Figure 1. Sequential cells grouped by signal name (run 1).
(6 px per um) Other sequential cells in the stronger gray, the rest of the logic in the fainter gray.
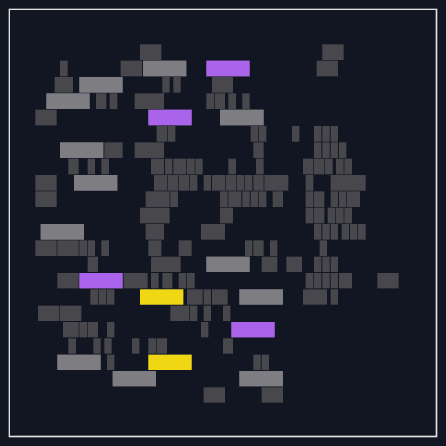
Figure 2. The clock network (run 1).
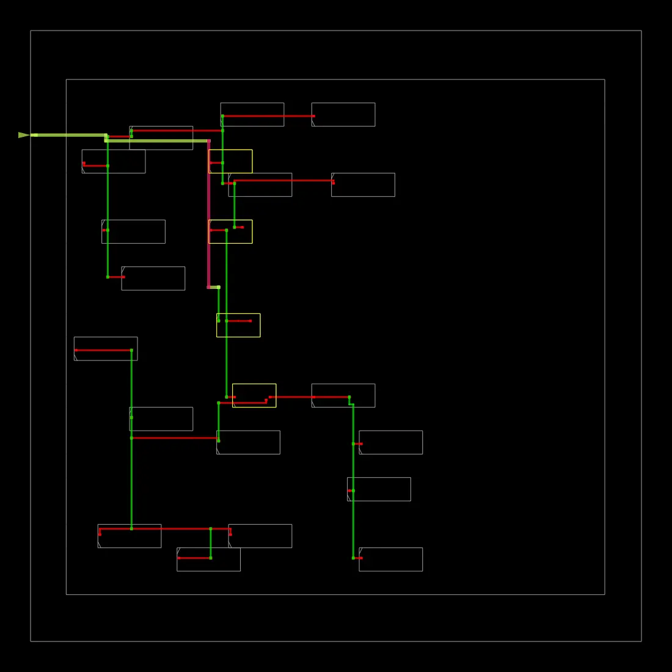
Figure 3. Power grid (run 1).
(6 px per um) Pins as bars on the die edge.
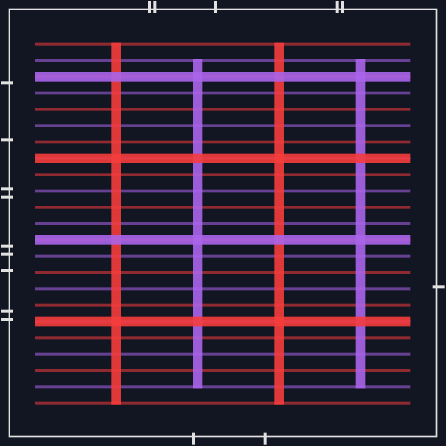
Figure 4. The metal 2 layer (run 1).
(6 px per um)
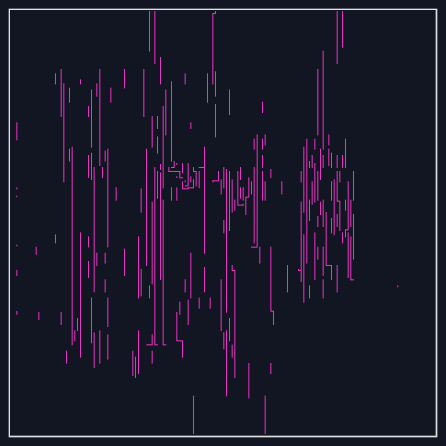
[src/rtl/pulse_request_arbiter_pkg.sv]
// Shared types and helpers for the pulse request arbiter: FSM state encoding
// and the modular index used by the round-robin scan and pointer update.
package pulse_request_arbiter_pkg;

    typedef enum logic [1:0] {
        S_IDLE  = 2'd0,
        S_ISSUE = 2'd1,
        S_WAIT  = 2'd2
    } state_e;

    function automatic int unsigned rr_index(input int unsigned base,
                                             input int unsigned offset,
                                             input int unsigned n);
        return (base + offset) % n;
    endfunction

endpackage

[src/rtl/pulse_request_arbiter_if.sv]
// Request/command bundle between the button front end, the arbiter and the
// downstream single-user command unit.
interface pulse_request_arbiter_if #(
    parameter int N = 4
);
    logic [N-1:0] long_pulse;
    logic         done;
    logic         start;
    logic [N-1:0] grant;
    logic [N-1:0] pending;
    logic         busy;

    modport master (
        output long_pulse, done,
        input  start, grant, pending, busy
    );

    modport slave (
        input  long_pulse, done,
        output start, grant, pending, busy
    );
endinterface

[src/rtl/pulse_request_arbiter_edge_pulser.sv]
// Reduces one raw request level to a single-cycle pulse on its rising edge.
// Reset reloads the history so a level held through reset never fires.
module pulse_request_arbiter_edge_pulser (
    input  logic clk,
    input  logic rst,
    input  logic long_pulse_i,
    output logic single_pulse_o
);

    logic prev_q;

    // History tracks the level every cycle, including while in reset
    always_ff @(posedge clk) begin
        prev_q <= long_pulse_i;
    end

    assign single_pulse_o = long_pulse_i & ~prev_q & ~rst;

endmodule

[src/rtl/pulse_request_arbiter.sv]
// Latches edge-reduced button requests as pending and serves them round-robin
// to one downstream command unit through a start/done handshake.
module pulse_request_arbiter
    import pulse_request_arbiter_pkg::*;
#(
    parameter int N     = 4,
    parameter int PTR_W = 2
) (
    input  logic                    clk,
    input  logic                    rst,
    pulse_request_arbiter_if.slave  bus
);

    logic [N-1:0]     edge_s;
    logic [N-1:0]     onehot_s;
    logic [N-1:0]     clr_s;
    logic [N-1:0]     pending_d;
    logic             found_s;
    logic [PTR_W-1:0] pick_s;

    state_e           state_q;
    logic [N-1:0]     pending_q;
    logic [N-1:0]     grant_q;
    logic [PTR_W-1:0] ptr_q;
    logic [PTR_W-1:0] win_q;

    for (genvar g = 0; g < N; g++) begin : g_line
        pulse_request_arbiter_edge_pulser u_pulser (
            .clk            (clk),
            .rst            (rst),
            .long_pulse_i   (bus.long_pulse[g]),
            .single_pulse_o (edge_s[g])
        );
    end

    // Rotated scan: first pending line at or after the pointer wins
    always_comb begin
        found_s = 1'b0;
        pick_s  = ptr_q;
        for (int k = 0; k < N; k++) begin
            if (!found_s && pending_q[PTR_W'(rr_index(32'(ptr_q), 32'(k), 32'(N)))]) begin
                found_s = 1'b1;
                pick_s  = PTR_W'(rr_index(32'(ptr_q), 32'(k), 32'(N)));
            end else begin
                found_s = found_s;
            end
        end
    end

    assign onehot_s = {{(N-1){1'b0}}, 1'b1} << pick_s;

    // Winner's bit is cleared, but a new edge on the same cycle re-sets it
    always_comb begin
        clr_s = '0;
        if (state_q == S_IDLE && found_s) begin
            clr_s = onehot_s;
        end else begin
            clr_s = '0;
        end
        pending_d = (pending_q & ~clr_s) | edge_s;
    end

    // Arbitration FSM with pending, grant and pointer registers
    always_ff @(posedge clk) begin
        if (rst) begin
            state_q   <= S_IDLE;
            pending_q <= '0;
            grant_q   <= '0;
            ptr_q     <= '0;
            win_q     <= '0;
        end else begin
            pending_q <= pending_d;
            case (state_q)
                S_IDLE: begin
                    if (found_s) begin
                        grant_q <= onehot_s;
                        win_q   <= pick_s;
                        state_q <= S_ISSUE;
                    end else begin
                        state_q <= S_IDLE;
                    end
                end
                S_ISSUE: begin
                    state_q <= S_WAIT;
                end
                S_WAIT: begin
                    if (bus.done) begin
                        grant_q <= '0;
                        ptr_q   <= PTR_W'(rr_index(32'(win_q), 32'd1, 32'(N)));
                        state_q <= S_IDLE;
                    end else begin
                        state_q <= S_WAIT;
                    end
                end
                default: begin
                    grant_q <= '0;
                    state_q <= S_IDLE;
                end
            endcase
        end
    end

    assign bus.start   = (state_q == S_ISSUE);
    assign bus.busy    = (state_q != S_IDLE);
    assign bus.grant   = grant_q;
    assign bus.pending = pending_q;

endmodule

[src/flat_wrapper.sv]
// flat-port wrapper written by rule: the top's interface ports become plain ports
module pulse_request_arbiter_flat import pulse_request_arbiter_pkg::*;
#(
    parameter int N     = 4,
    parameter int PTR_W = 2
)
  (clk, rst, bus_long_pulse, bus_done, bus_start, bus_grant, bus_pending, bus_busy);
  pulse_request_arbiter_if #(.N(N)) bus_i ();
  input  logic clk;
  input  logic rst;
  input wire logic [$bits(bus_i.long_pulse)-1:0] bus_long_pulse;
  input wire logic [$bits(bus_i.done)-1:0] bus_done;
  output wire logic [$bits(bus_i.start)-1:0] bus_start;
  output wire logic [$bits(bus_i.grant)-1:0] bus_grant;
  output wire logic [$bits(bus_i.pending)-1:0] bus_pending;
  output wire logic [$bits(bus_i.busy)-1:0] bus_busy;
  assign bus_i.long_pulse = bus_long_pulse;
  assign bus_i.done = bus_done;
  assign bus_start = bus_i.start;
  assign bus_grant = bus_i.grant;
  assign bus_pending = bus_i.pending;
  assign bus_busy = bus_i.busy;
  pulse_request_arbiter #(.N(N), .PTR_W(PTR_W)) u_core (.clk(clk), .rst(rst), .bus(bus_i));
endmodule
[config.mk]
export PLATFORM = sky130hd
export DESIGN_NAME = pulse_request_arbiter_flat
export DESIGN_NICKNAME = d
export VERILOG_FILES = /design/src/rtl/pulse_request_arbiter_pkg.sv /design/src/rtl/pulse_request_arbiter_if.sv /design/src/rtl/pulse_request_arbiter_edge_pulser.sv /design/src/rtl/pulse_request_arbiter.sv /design/src/flat_wrapper.sv
export SDC_FILE = /design/constraint.sdc
export NUM_CORES = 1
export LEC_CHECK = 0
export ABC_AREA = 1
export CAP_MARGIN = 20
export CORE_MARGIN = 4
export CORE_UTILIZATION = 25
export DETAILED_ROUTE_END_ITERATION = 10
export GPL_TIMING_DRIVEN = 0
export PLACE_DENSITY_LB_ADDON = 0.08
export SLEW_MARGIN = 10
export SYNTH_ARGS = -nofsm -noshare
export SYNTH_HDL_FRONTEND = slang
export SYNTH_SLANG_ARGS = --single-unit
[constraint.sdc]
create_clock -name clk -period 2.8 [get_ports clk]
set_input_delay 0.84 -clock clk [delete_from_list [all_inputs] [get_ports clk]]
set_output_delay 0.84 -clock clk [all_outputs]
set_load 0.05 [all_outputs]
==> Slide: Implementation Results, run 1 <==
Implementation Results

Outcome
  • Status: finished, final reports clean

Setup path
  • CP Class: reg -> out
  • CP max-delay cell: clkdlybuf4s50_1
  • Crit Path Max Fanout: 3
  • Crit-path cells: inv_1 > nor2_1 > clkdlybuf4s50_1
  • R2R Path End: u_core.bus.pending[1]
  • Flop2flop setup slack: 0.99 ns
  • Critical Path RT: 1.96 ns
  • Path depth of the worst reg2reg path: 15
  • Worst Setup EP: bus_start
  • Crit end category: output port
  • Critical R2R Launch: u_core.ptr_q[1]
  • Max incr delay on CP: 0.82 ns

Synth
  • AND-OR/OR-AND Cells, Area Fraction: 9.722%
  • Synth Area per Inst: 6.651 um2
  • Synth Net Count: 156
  • Ys Warns: 0
  • Top cell area share: 36.36%
  • MUX share of area: 0%
  • Post-synthesis chip area from yosys: 991.0 um2
  • Library cells used by synthesis: 21
  • Biggest area cells: dfxtp_1 (36%), nand2_1 (23%), nand3_1 (6.1%)
  • Synth Register Bits: 18
  • Synthesized cell area: 991.0 um2
  • Xor/xnor share: 0.8838%
  • Fa+ha+maj area frac: 0%
  • Simple share: 42.42%
  • Mapped Cells: 149
  • Top logic family: simple AND/OR/NAND/NOR gates

Power
  • P_leak: 0.5700 nW
  • Sequential Power Share: 33.3%
  • Pwr Total: 0.9490 mW
  • Clock share of power: 22.2%
  • Pwr/cell area: 749.5 mW/mm2
  • Cell internal pwr: 0.5555 mW
  • Net Sw Frac: 41.46%
  • Combinational fraction of design power: 44.5%

Final timing
  • Max Fclk: 407.0 MHz
  • Clk_skew: 0.004473 ns
  • Final worst slack: 0.3432 ns
  • Fin crit share: 87.74%
  • WHS: 0.4657 ns
  • RSZ-0062 raised after global routing: no
  • Hold Vio Cnt, Final: 0
  • Setup_tns: 0 ns
  • Max-slew headroom: 66.51%
  • Slew at the pin with the worst max-slew slack: 0.5008 ns
  • Final number of setup-violating endpoints: 0

Floorplan
  • Starting Density: 26.47%
  • Row count: 22
  • # IOs: 17
  • Die area: 0.005035 mm2

Flow run
  • Log Warnings: 26
  • Maximum Capacitance Violations: 0

Cells and area
  • Cell area after layout: 0.001266 mm2
  • Area growth syn-to-layout: 27.78%
  • Final Non-Filler Cells: 217
  • Net count, final: 177
  • Layout cells sized above 1: 14.20%
  • Finished Core Util: 33.82%
  • Antenna cells: 0

Detailed routing
  • DRT Pass-1 Iters: 4
  • Post-route DRC: 0
  • Routed Antenna Nets: 0
  • WL final: 2.269 mm
  • Wire per inst: 10.46 um
  • Vias: 949
  • Vias per cell: 4.373
  • DRT iter0 DRCs: 38

Clocking
  • Max H-tree Level: 1
  • CTS max path bufs: 2
  • Clock slew at reported path FFs: 0.07 ns
  • Clock tree sinks: 18
  • Setup bufs post-CTS: 0
  • Post-CTS resize count: 0
  • CTS Hold Buffers Added: 0

Placed design
  • Inst Count DP: 213
  • Hpwl dp: 1.767 mm
  • Placed cell areas: 0.001211 mm2
  • Pre-CTS WS: 0.6189 ns
  • IO buf count: 16
  • Final Wtd Congestion: 0.8028

Global route
  • Vias in the first global route: 898
  • Remaining Overflow, GRT: 0
  • Global-route wire length before repair: 3.870 mm
  • GR Util All Layers: 9.454%
  • Initial antenna violation count: 0

Hold path
  • Hold crit path type: reg -> reg
## Picture notes: Figure 1
Key: u_core.win_q = yellow [placed flops 2]; u_core.bus.pending = purple [placed flops 4]

## Picture notes: Figure 2
Insertion Delay late pin: 0.25 ns
clock buf count: 4
cts bufs inserted: 3
Flops: 18

## Picture notes: Figure 3
Key: VSS = red; VDD = purple
17 signal pins sit on the boundary. The core has 22 rows. 23 met1 rails follow the rows.
Die H: 70.96 um
Worst VDD drop: 337.6 uV
die width: 70.96 um
core area: 0.003744 mm2

## Picture notes: Figure 4
The layer carries 1040 um of wire. The wires run mostly vertical. The longest straight run is 33.0 um. The layer holds 46% of the routed length.

==> run 1: cells in the mapped netlist <==
cell type and count:
a211oi_1 2, a21oi_1 7, a21oi_2 2, buf_4 2
buf_6 1, clkbuf_1 1, clkinv_4 1, dfxtp_1 18
inv_1 13, inv_2 3, inv_4 1, nand2_1 60
nand2_2 5, nand3_1 12, nand4_1 4, nor2_1 9
nor2_4 4, o21ai_0 1, o21ai_4 1, o21bai_1 1
xor2_1 1
==> run 1: cells by family after synthesis <==
group                     Yosys count
and+or+nand+nor                    94
buffers and inverters              22
DFF                                18
AOI/OAI and AO/OA                  14
xor gates and xnor gates            1
==> run 1: layout make-up <==
cell class	count	area, um2	share of cell area, %
Multi-Input combinational cell	109	525.5	41.50
Sequential cell	18	360.3	28.46
Timing Repair Buffer	16	160.2	12.65
Inverter	18	75.07	5.929
Tap cell	48	60.06	4.743
Clock buffer	4	55.05	4.348
Buffer	4	30.03	2.372
==> run 1: layer usage <==
layer | GRT usage, % | up-vias | share of wire [%]
met1 | 12.44 | 419 | 51
met5 | 0 | - | 0
met3 | 1.278 | 2 | 2.3
li1 | - | 510 | -
met4 | 3.132 | 0 | 0.75
met2 | 15.86 | 18 | 46
==> run 1: placed cells by master (no fill, tap or decap), drive strengths merged <==
master          n
a21oi           9
nor2           13
inv            17
nand4           4
dfxtp          18
xor2            1
nand3          12
clkdlybuf4s50  16
clkinv          1
clkbuf          5
a211oi          2
nand2          65
buf             3
o21ai           2
o21bai          1
==> run 1: state kept, by name (all words and copies together) (netlist names) <==
name	cells
u_core.bus.grant	4
u_core.bus.pending	4
u_core.g_line.u_pulser.prev_q	4
u_core.ptr_q	2
u_core.state_q	2
u_core.win_q	2
==> run 1: power groups by stage <==
stage | sequential [mW] | clock, mW | combinational, mW
after CTS | 0.317 | 0.219 | 0.427
final | 0.316 | 0.210 | 0.423
after floorplan | 0.371 | 0 | 0.266
after global placement | 0.321 | 0 | 0.423
after detailed placement | 0.322 | 0 | 0.425
after global routing | 0.321 | 0.228 | 0.466
==> run 1: worst max-delay path, delay by kind of cell (launching register included) <==
| kind | cells | cell delay (ns) |
|---|---|---|
| flip-flops | 1 | 0.34 |
| buffers and inverters | 2 | 0.89 |
| AND/OR/NAND/NOR | 1 | 0.13 |
==> run 1: worst min-delay path by stage <==
stage | slack (ns) | from | cells after the start | end
2_1_floorplan | 0.45 | u_core.g_line[2].u_pulser.prev_q | 3 | u_core.bus.pending[2]
3_3_place_gp | 0.46 | u_core.bus.grant[0] | 2 | u_core.bus.grant[0]
3_5_place_dp | 0.46 | u_core.bus.grant[0] | 2 | u_core.bus.grant[0]
4_1_cts | 0.47 | u_core.bus.grant[0] | 2 | u_core.bus.grant[0]
5_1_grt | 0.49 | u_core.bus.grant[2] | 2 | u_core.bus.grant[2]
6_report | 0.47 | u_core.bus.grant[0] | 2 | u_core.bus.grant[0]
==> run 1 -> run 2 <==
--- a/config.mk
+++ b/config.mk
@@ -10,8 +10,9 @@
 export CORE_MARGIN = 4
 export CORE_UTILIZATION = 25
 export DETAILED_ROUTE_END_ITERATION = 10
+export DONT_BUFFER_PORTS = 1
 export GPL_TIMING_DRIVEN = 0
-export PLACE_DENSITY_LB_ADDON = 0.08
+export PLACE_DENSITY_LB_ADDON = 0.25
 export SLEW_MARGIN = 10
 export SYNTH_ARGS = -nofsm -noshare
 export SYNTH_HDL_FRONTEND = slang
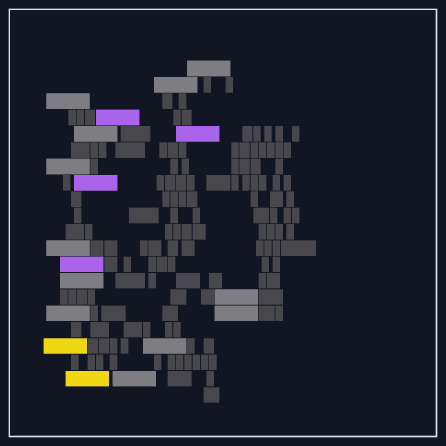
Figure 5: run 2, sequential cells grouped by signal name.
(6 px per um) Other sequential cells in the stronger gray, the rest of the logic in the fainter gray.
sequential power: 0.373 mW
Finished Core Util: 29.55%

==> run 2 against run 1 <==
Compared with the run above:
- final area shrank 13%
- final cell count shrank 7.4%
- setup slack gained 0.28 ns
- count of clock-buffer cells in the layout is the same
- clock power shrank 2%
- global-route usage shrank 0.058 points
- clock skew shrank 0.0031 ns
- first-iteration DRC count shrank 29%
- synthesized cell count is the same
- largest cell class unchanged
- largest power group is now sequential cells
- highest routed layer unchanged
==> Slide: Implementation Results, run 2 <==
Implementation Results

Cells and area
  • Layout cells sized above 1: 15.69% (+1.5 points)
  • Area growth syn-to-layout: 11.62%
  • Layout fillers: 430
  • Net count, final: 161 (-9.0%)
  • Antenna cells: 0 (unchanged)
  • Area of the multi-input gates: 525.5 um2 (unchanged)
  • Dominant logic cell types in the final layout: nand2_1 (60), dfxtp_1 (18), inv_1 (13)
  • Seq. cell area: 360.3 um2 (unchanged)
  • Most used logic cell in the final layout: nand2_1

Detailed routing
  • DRT Pass-1 Iters: 4 (unchanged)
  • Routed Antenna Nets: 0 (unchanged)
  • DRT iter0 DRCs: 27 (-29%)
  • Vias: 897 (-5.5%)
  • Vias per cell: 4.463 (+2.0%)
  • Wire per inst: 10.75 um (+2.8%)
  • WL final: 2.161 mm (-4.8%)
  • Post-route DRC: 0 (unchanged)

Synth
  • Xor/xnor share: 0.8838% (unchanged)
  • Commonest cells post-synth: nand2_1 (60), dfxtp_1 (18), inv_1 (13), nand3_1 (12), nor2_1 (9)
  • Biggest area cells: dfxtp_1 (36%), nand2_1 (23%), nand3_1 (6.1%)
  • Sequential share of the synthesized area: 36.36%
  • Yosys stat cell total: 149
  • Ys async rst share: 0% (unchanged)
  • Synth Register Bits: 18 (unchanged)
  • Post-synthesis chip area from yosys: 991.0 um2 (unchanged)
  • Top logic family: simple AND/OR/NAND/NOR gates
  • MUX share of area: 0% (unchanged)
  • Most common reg cell: dfxtp_1
  • Top cell area share: 36.36% (unchanged)
  • Post-synth EDFFs: 0 (unchanged)
  • Synth Area per Inst: 6.651 um2 (unchanged)
  • Simple share: 42.42% (unchanged)
  • Post-synth top area cell: dfxtp_1
  • Synthesized cell area: 991.0 um2 (unchanged)
  • Ys Warns: 0 (unchanged)
  • Library cells used by synthesis: 21 (unchanged)
  • Fa+ha+maj area frac: 0% (unchanged)
  • Mapped Cells: 149 (unchanged)
  • Yosys top cell by instances: nand2_1
  • Synth Net Count: 156 (unchanged)
  • AND-OR/OR-AND Cells, Area Fraction: 9.722% (unchanged)

Hold path
  • Worst hold start: u_core.g_line[2].u_pulser.prev_q
  • Hold crit path type: reg -> reg

Power
  • Clock share of power: 23.1% (+0.9 points)
  • Switch Pwr: 0.3812 mW
  • Sequential Power Share: 41.9% (+8.6 points)
  • P_leak: 0.5111 nW (-10%)
  • Combinational fraction of design power: 35.1% (-9.4 points)
  • Pwr/cell area: 805.8 mW/mm2 (+7.5%)
  • Worst VDD drop: 342.7 uV (+1.5%)
  • Cell internal pwr: 0.5100 mW (-8.2%)
  • Net Sw Frac: 42.78% (+1.3 points)

Floorplan
  • Die area: 0.005035 mm2 (unchanged)
  • Starting Density: 26.47% (unchanged)
  • Die H: 70.96 um (unchanged)
  • # IOs: 17 (unchanged)
  • Die width: 70.96 um (unchanged)
  • Row count: 22 (unchanged)
  • Core area: 0.003744 mm2 (unchanged)

Clocking
  • CTS root buf: clkbuf_8
  • Max H-tree Level: 1 (unchanged)
  • CTS tree: done
  • CTS Hold Buffers Added: 0 (unchanged)
  • Cts bufs inserted: 3 (unchanged)
  • Post-CTS resize count: 0 (unchanged)
  • Insertion Delay late pin: 0.25 ns (about the same)
  • CTS max path bufs: 2 (unchanged)
  • Clock tree sinks: 18 (unchanged)
  • Setup bufs post-CTS: 0 (unchanged)
  • Clock slew at reported path FFs: 0.06 ns (about the same)

Setup path
  • Critical R2R Launch: u_core.bus.pending[1]
  • Startpoint Class: register
  • Crit end category: output port
  • Data arrival time of the critical path: 1.33 ns
  • CP Class: reg -> out
  • Crit Path Max Fanout: 3 (unchanged)
  • Critical Path RT: 1.96 ns (about the same)
  • Worst setup path start: u_core.state_q[0]

Global route
  • Global-route wire length before repair: 3.864 mm (-0.16%)
  • Vias in the first global route: 864 (-3.8%)
  • Largest net degree at the start of global routing: 11
  • Remaining Overflow, GRT: 0 (unchanged)
  • Initial antenna violation count: 0 (unchanged)
  • GR Util All Layers: 9.396% (-0.058 points)

Placed design
  • Final Wtd Congestion: 0.8756 (+9.1%)
  • Hpwl dp: 1.720 mm (-2.6%)
  • IO buf count: 0 (-16)
  • Pre-CTS WS: 0.7160 ns (+0.09713 ns)

Final timing
  • Max Fclk: 459.8 MHz (+13%)
  • Final number of setup-violating endpoints: 0 (unchanged)
  • Fin crit share: 77.68% (-10 points)
  • Min cycle time layout: 2.175 ns
  • RSZ-0062 raised after global routing: no
  • Max Slew Vio Count: 0
  • Setup_tns: 0 ns (unchanged)
  • Hold Vio Cnt, Final: 0 (unchanged)
  • Max-slew headroom: 38.61% (-28 points)
  • Final worst slack: 0.6250 ns (+0.2818 ns)
  • Slew at the pin with the worst max-slew slack: 0.9175 ns (+0.4167 ns)
  • Clk_skew: 0.001420 ns (-0.003053 ns)

Outcome
  • Status: finished, final reports clean

Flow run
  • Log Warnings: 26 (unchanged)
  • Maximum Capacitance Violations: 0 (unchanged)
## run 2: layout make-up
cell class | count | share of cell area (%)
multi-input combinational | 109 | 47.51
tap | 48 | 5.430
buffer | 4 | 2.715
sequential | 18 | 32.58
inverter | 18 | 6.787
clock buffer | 4 | 4.977
## run 2: cell families (layout without fill, tap and decap cells)
group           after synthesis  in the layout
xor+xnor                      1              1
simple gates                 94             94
buf+inv                      22             26
flops                        18             18
compound gates               14             14
## run 2: layer usage
metal	vias to the layer above	part of all wire [%]	track usage [%]
met3	2	4.6	2.131
met4	0	0.42	3.758
met1	404	48	11.58
met5	-	0	0
li1	476	-	-
met2	15	47	15.76
## run 2: critical path, cell delays in order (launching register included)
cell     delay (ns)
dfxtp_1        0.33
inv_1          0.06
nor2_1         0.69
## run 2: power groups by stage
| stage | sequential (mW) | clock [mW] | combinational (mW) |
|---|---|---|---|
| global placement | 0.379 | 0 | 0.311 |
| finish | 0.373 | 0.206 | 0.312 |
| floorplan | 0.371 | 0 | 0.266 |
| CTS | 0.374 | 0.214 | 0.317 |
| global route | 0.378 | 0.234 | 0.352 |
| detailed placement | 0.380 | 0 | 0.316 |
## run 2: worst paths after layout
path / slack (ns) / cells after the start / end
min: 0.48 / 3 / u_core.bus.pending[2]
max: 0.63 / 2 / bus_start
max reg2reg: 0.70 / 11 / u_core.bus.pending[1]
min reg2reg: 0.48 / 3 / u_core.bus.pending[2]
## run 2: metrics by stage
step | cells | instance area (um2) | hold WS [ns] | total power [mW] | util (%)
after floorplan | 149 | 991.0 | 0.4520 | 0.6370 | -
after global placement | 197 | 1051 | 0.4655 | 0.6901 | 28.07
after detailed placement | 197 | 1051 | 0.4705 | 0.6951 | 28.07
after CTS | 201 | 1106 | 0.4842 | 0.9043 | 29.55
after global routing | 201 | 1106 | 0.5147 | 0.9638 | 29.55
final | 201 | 1106 | 0.4820 | 0.8912 | 29.55
==> run 2 -> run 3 <==
==> constraint.sdc (replaced) <==
create_clock -name clk -period 1.8 [get_ports clk]
set_input_delay 0.54 -clock clk [delete_from_list [all_inputs] [get_ports clk]]
set_output_delay 0.54 -clock clk [all_outputs]
set_load 0.05 [all_outputs]
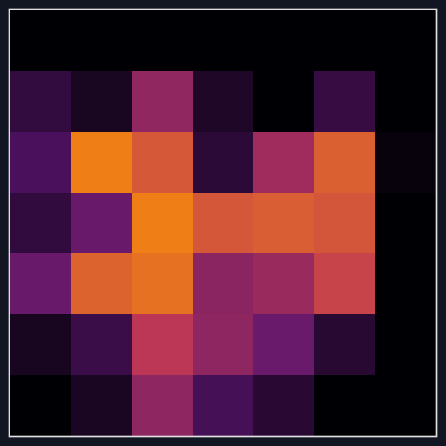
Figure 6: run 3, local utilization.
(6 px per um) 7 x 7 tiles, from black (low) to pale yellow (high), 0 to 100% covered.
The fullest tile reaches 71%. The mean over all tiles is 24%. The emptiest ninth of the die: north-east. 31% of the tiles are nearly empty. The densest ninth of the die: center.

==> run 3 against run 2 <==
Compared with the run above:
- final cell count up 5.5%
- global-route usage up 0.19 points
- non-clock buffer count up 11
- wire length up 9.9%
- largest power group unchanged
- highest routed layer unchanged
==> Slide: Implementation Results, run 3 <==
Implementation Results

Setup path
  • Critical R2R Launch: u_core.ptr_q[0]
  • R2R Path End: u_core.bus.pending[0]
  • Max incr delay on CP: 0.37 ns (-0.32 ns)
  • CP max-delay cell: dfxtp_4
  • CP Class: reg -> reg
  • Startpoint Class: register
  • Crit Path Max Fanout: 5 (+2)
  • Critical Path RT: 1.98 ns (+0.02 ns)
  • Path depth of the worst reg2reg path: 14 (+3)
  • Cell family with most CP delay: simple AND/OR/NAND/NOR gates
  • Crit end category: register
  • Crit-path cells: inv_4 > buf_6 > nand2_1 > nand2_1 > nand2_2 > nand2_4 > nor2_4 > nand2_2 > nor2_4 > nor2_4 > buf_6 > nand4_1 > nand2_1 > a21oi_2

Detailed routing
  • Vias per cell: 4.429 (-0.75%)
  • Wire per inst: 11.20 um (+4.2%)
  • DRT iter0 DRCs: 29 (+7.4%)
  • WL final: 2.375 mm (+9.9%)
  • Post-route DRC: 0 (unchanged)
  • DRT Pass-1 Iters: 4 (unchanged)
  • Routed Antenna Nets: 0 (unchanged)

Synth
  • Yosys stat cell total: 149 (unchanged)
  • Synth Net Count: 156 (unchanged)
  • Sequential share of the synthesized area: 36.36% (unchanged)
  • Ys async rst share: 0% (unchanged)
  • Post-synthesis chip area from yosys: 991.0 um2 (unchanged)
  • Yosys top cell by instances: nand2_1
  • Post-synth top area cell: dfxtp_1
  • Library cells used by synthesis: 21 (unchanged)
  • Biggest area cells: dfxtp_1 (36%), nand2_1 (23%), nand3_1 (6.1%)
  • Top cell area share: 36.36% (unchanged)
  • Synth Area per Inst: 6.651 um2 (unchanged)

Cells and area
  • Final Non-Filler Cells: 212 (+5.5%)
  • Finished Core Util: 33.49% (+3.9 points)
  • Area growth syn-to-layout: 26.51%
  • Antenna cells: 0 (unchanged)
  • Seq. cell area: 380.4 um2 (+5.6%)
  • Dominant logic cell types in the final layout: nand2_1 (53), inv_1 (12), nand3_1 (12), dfxtp_1 (12), nand2_2 (11)
  • Most used logic cell in the final layout: nand2_1
  • Cell area after layout: 0.001254 mm2 (+13%)
  • Area of the multi-input gates: 554.3 um2 (+5.5%)
  • Layout fillers: 445 (+3.5%)

Outcome
  • Status: finished, final reports clean

Flow run
  • Maximum Capacitance Violations: 0 (unchanged)
  • Log Warnings: 28 (+7.7%)

Final timing
  • Final worst slack: 0.04789 ns (-0.5771 ns)
  • Clk_skew: 0.0008366 ns (-0.0005834 ns)
  • Min cycle time layout: 1.752 ns
  • Max-slew headroom: 62.11% (+24 points)
  • Hold Vio Cnt, Final: 0 (unchanged)
  • Max Fclk: 570.7 MHz

Placed design
  • Hpwl dp: 1.717 mm (-0.20%)
  • IO buf count: 0 (unchanged)
  • Inst Count DP: 197 (unchanged)
  • Placed cell areas: 0.001055 mm2 (+0.36%)
  • Final Wtd Congestion: 0.8435 (-3.7%)

Clocking
  • CTS max path bufs: 2 (unchanged)
  • Clock slew at reported path FFs: 0.07 ns (about the same)
  • Max H-tree Level: 1 (unchanged)
  • Cts bufs inserted: 3 (unchanged)
  • CTS tree: done
  • CTS root buf: clkbuf_8
  • Clock tree sinks: 18 (unchanged)

Hold path
  • Worst hold start: bus_long_pulse[1]
  • Worst Hold Path EP: u_core.g_line[1].u_pulser.prev_q
  • Cells on Worst Hold Path: 0 (-3)

Global route
  • Remaining Overflow, GRT: 0 (unchanged)
  • Largest net degree at the start of global routing: 11 (unchanged)
  • Global-route wire length before repair: 3.870 mm (+0.16%)
  • Initial antenna violation count: 0 (unchanged)

Floorplan
  • Row count: 22 (unchanged)
  • Die width: 70.96 um (unchanged)
  • Die H: 70.96 um (unchanged)

Power
  • Pwr/cell area: 1185 mW/mm2 (+47%)
  • Worst VDD drop: 717.2 uV (+110%)
  • P_leak: 0.5691 nW (+11%)
  • Pwr Total: 1.485 mW (+67%)
==> run 3: cell counts after synthesis <==
No cell type changed its count.
==> run 3: routing by layer <==
metal  up-vias  track usage [%]  share of wire (%)
met3         2            2.699                5.5
met5         -                0                  0
li1        494                -                  -
met2        17            15.24                 49
met4         0            4.384                1.1
met1       426            11.97                 45
==> run 3: logic make-up after synthesis <==
family / synth area share, %
DFF: 36.36
buffers and inverters: 10.61
AOI/OAI and AO/OA: 9.722
and+or+nand+nor: 42.42
xor gates and xnor gates: 0.8840
==> run 3: how the worst max path moves through the flow <==
stage / startpoint / end / slack, ns / cells after the start
after floorplan: u_core.bus.pending[2] / u_core.bus.pending[1] / 0.003 / 13
after global placement: u_core.bus.pending[2] / u_core.bus.pending[1] / -0.19 / 13
after detailed placement: u_core.bus.pending[2] / u_core.bus.pending[3] / -0.22 / 13
after CTS: u_core.ptr_q[1] / u_core.bus.pending[3] / -0.02 / 15
after global routing: u_core.ptr_q[0] / u_core.bus.pending[0] / -0.08 / 14
final: u_core.ptr_q[0] / u_core.bus.pending[0] / 0.05 / 14
==> run 3: what timing repair did <==
action | 4_1_cts | 5_1_grt
endpoints found under the setup margin | 11 | 10
hold buffers | 0 | 0
setup buffers | 0 | 10
cloned | 0 | 1
endpoints found under the hold margin | 0 | 0
resized | 4 | 21
pin swaps | 0 | 15
==> run 3: area by class of cell <==
class                           count  share of cell area (%)
Sequential cell                    18                   30.34
Multi-Input combinational cell    109                   44.21
Buffer                              4                   2.994
Tap cell                           48                   4.790
Inverter                           18                   6.587
Timing Repair Buffer               11                   6.687
Clock buffer                        4                   4.391
==> run 3: worst reg2reg max path: cells and delay by family (launching register included) <==
family / cells / cell delay [ns]
buf+inv: 3 / 0.31
compound gates: 1 / 0.13
flops: 1 / 0.37
simple gates: 10 / 0.88
==> run 3: power by group <==
group	total (mW)	switching (mW)	internal [mW]
Sequential	0.582	0.128	0.454
Combinational	0.575	0.365	0.210
Clock	0.328	0.133	0.194
==> run 3: stage by stage <==
stage	hold WS, ns	TNS [ns]
finish	0.3067	0
global route	0.2892	-0.3107
CTS	0.3031	-0.02167
detailed placement	0.4670	-1.268
global placement	0.4633	-1.087
floorplan	0.4505	0
No activity file was given, so power comes from the tool's default toggle rates.
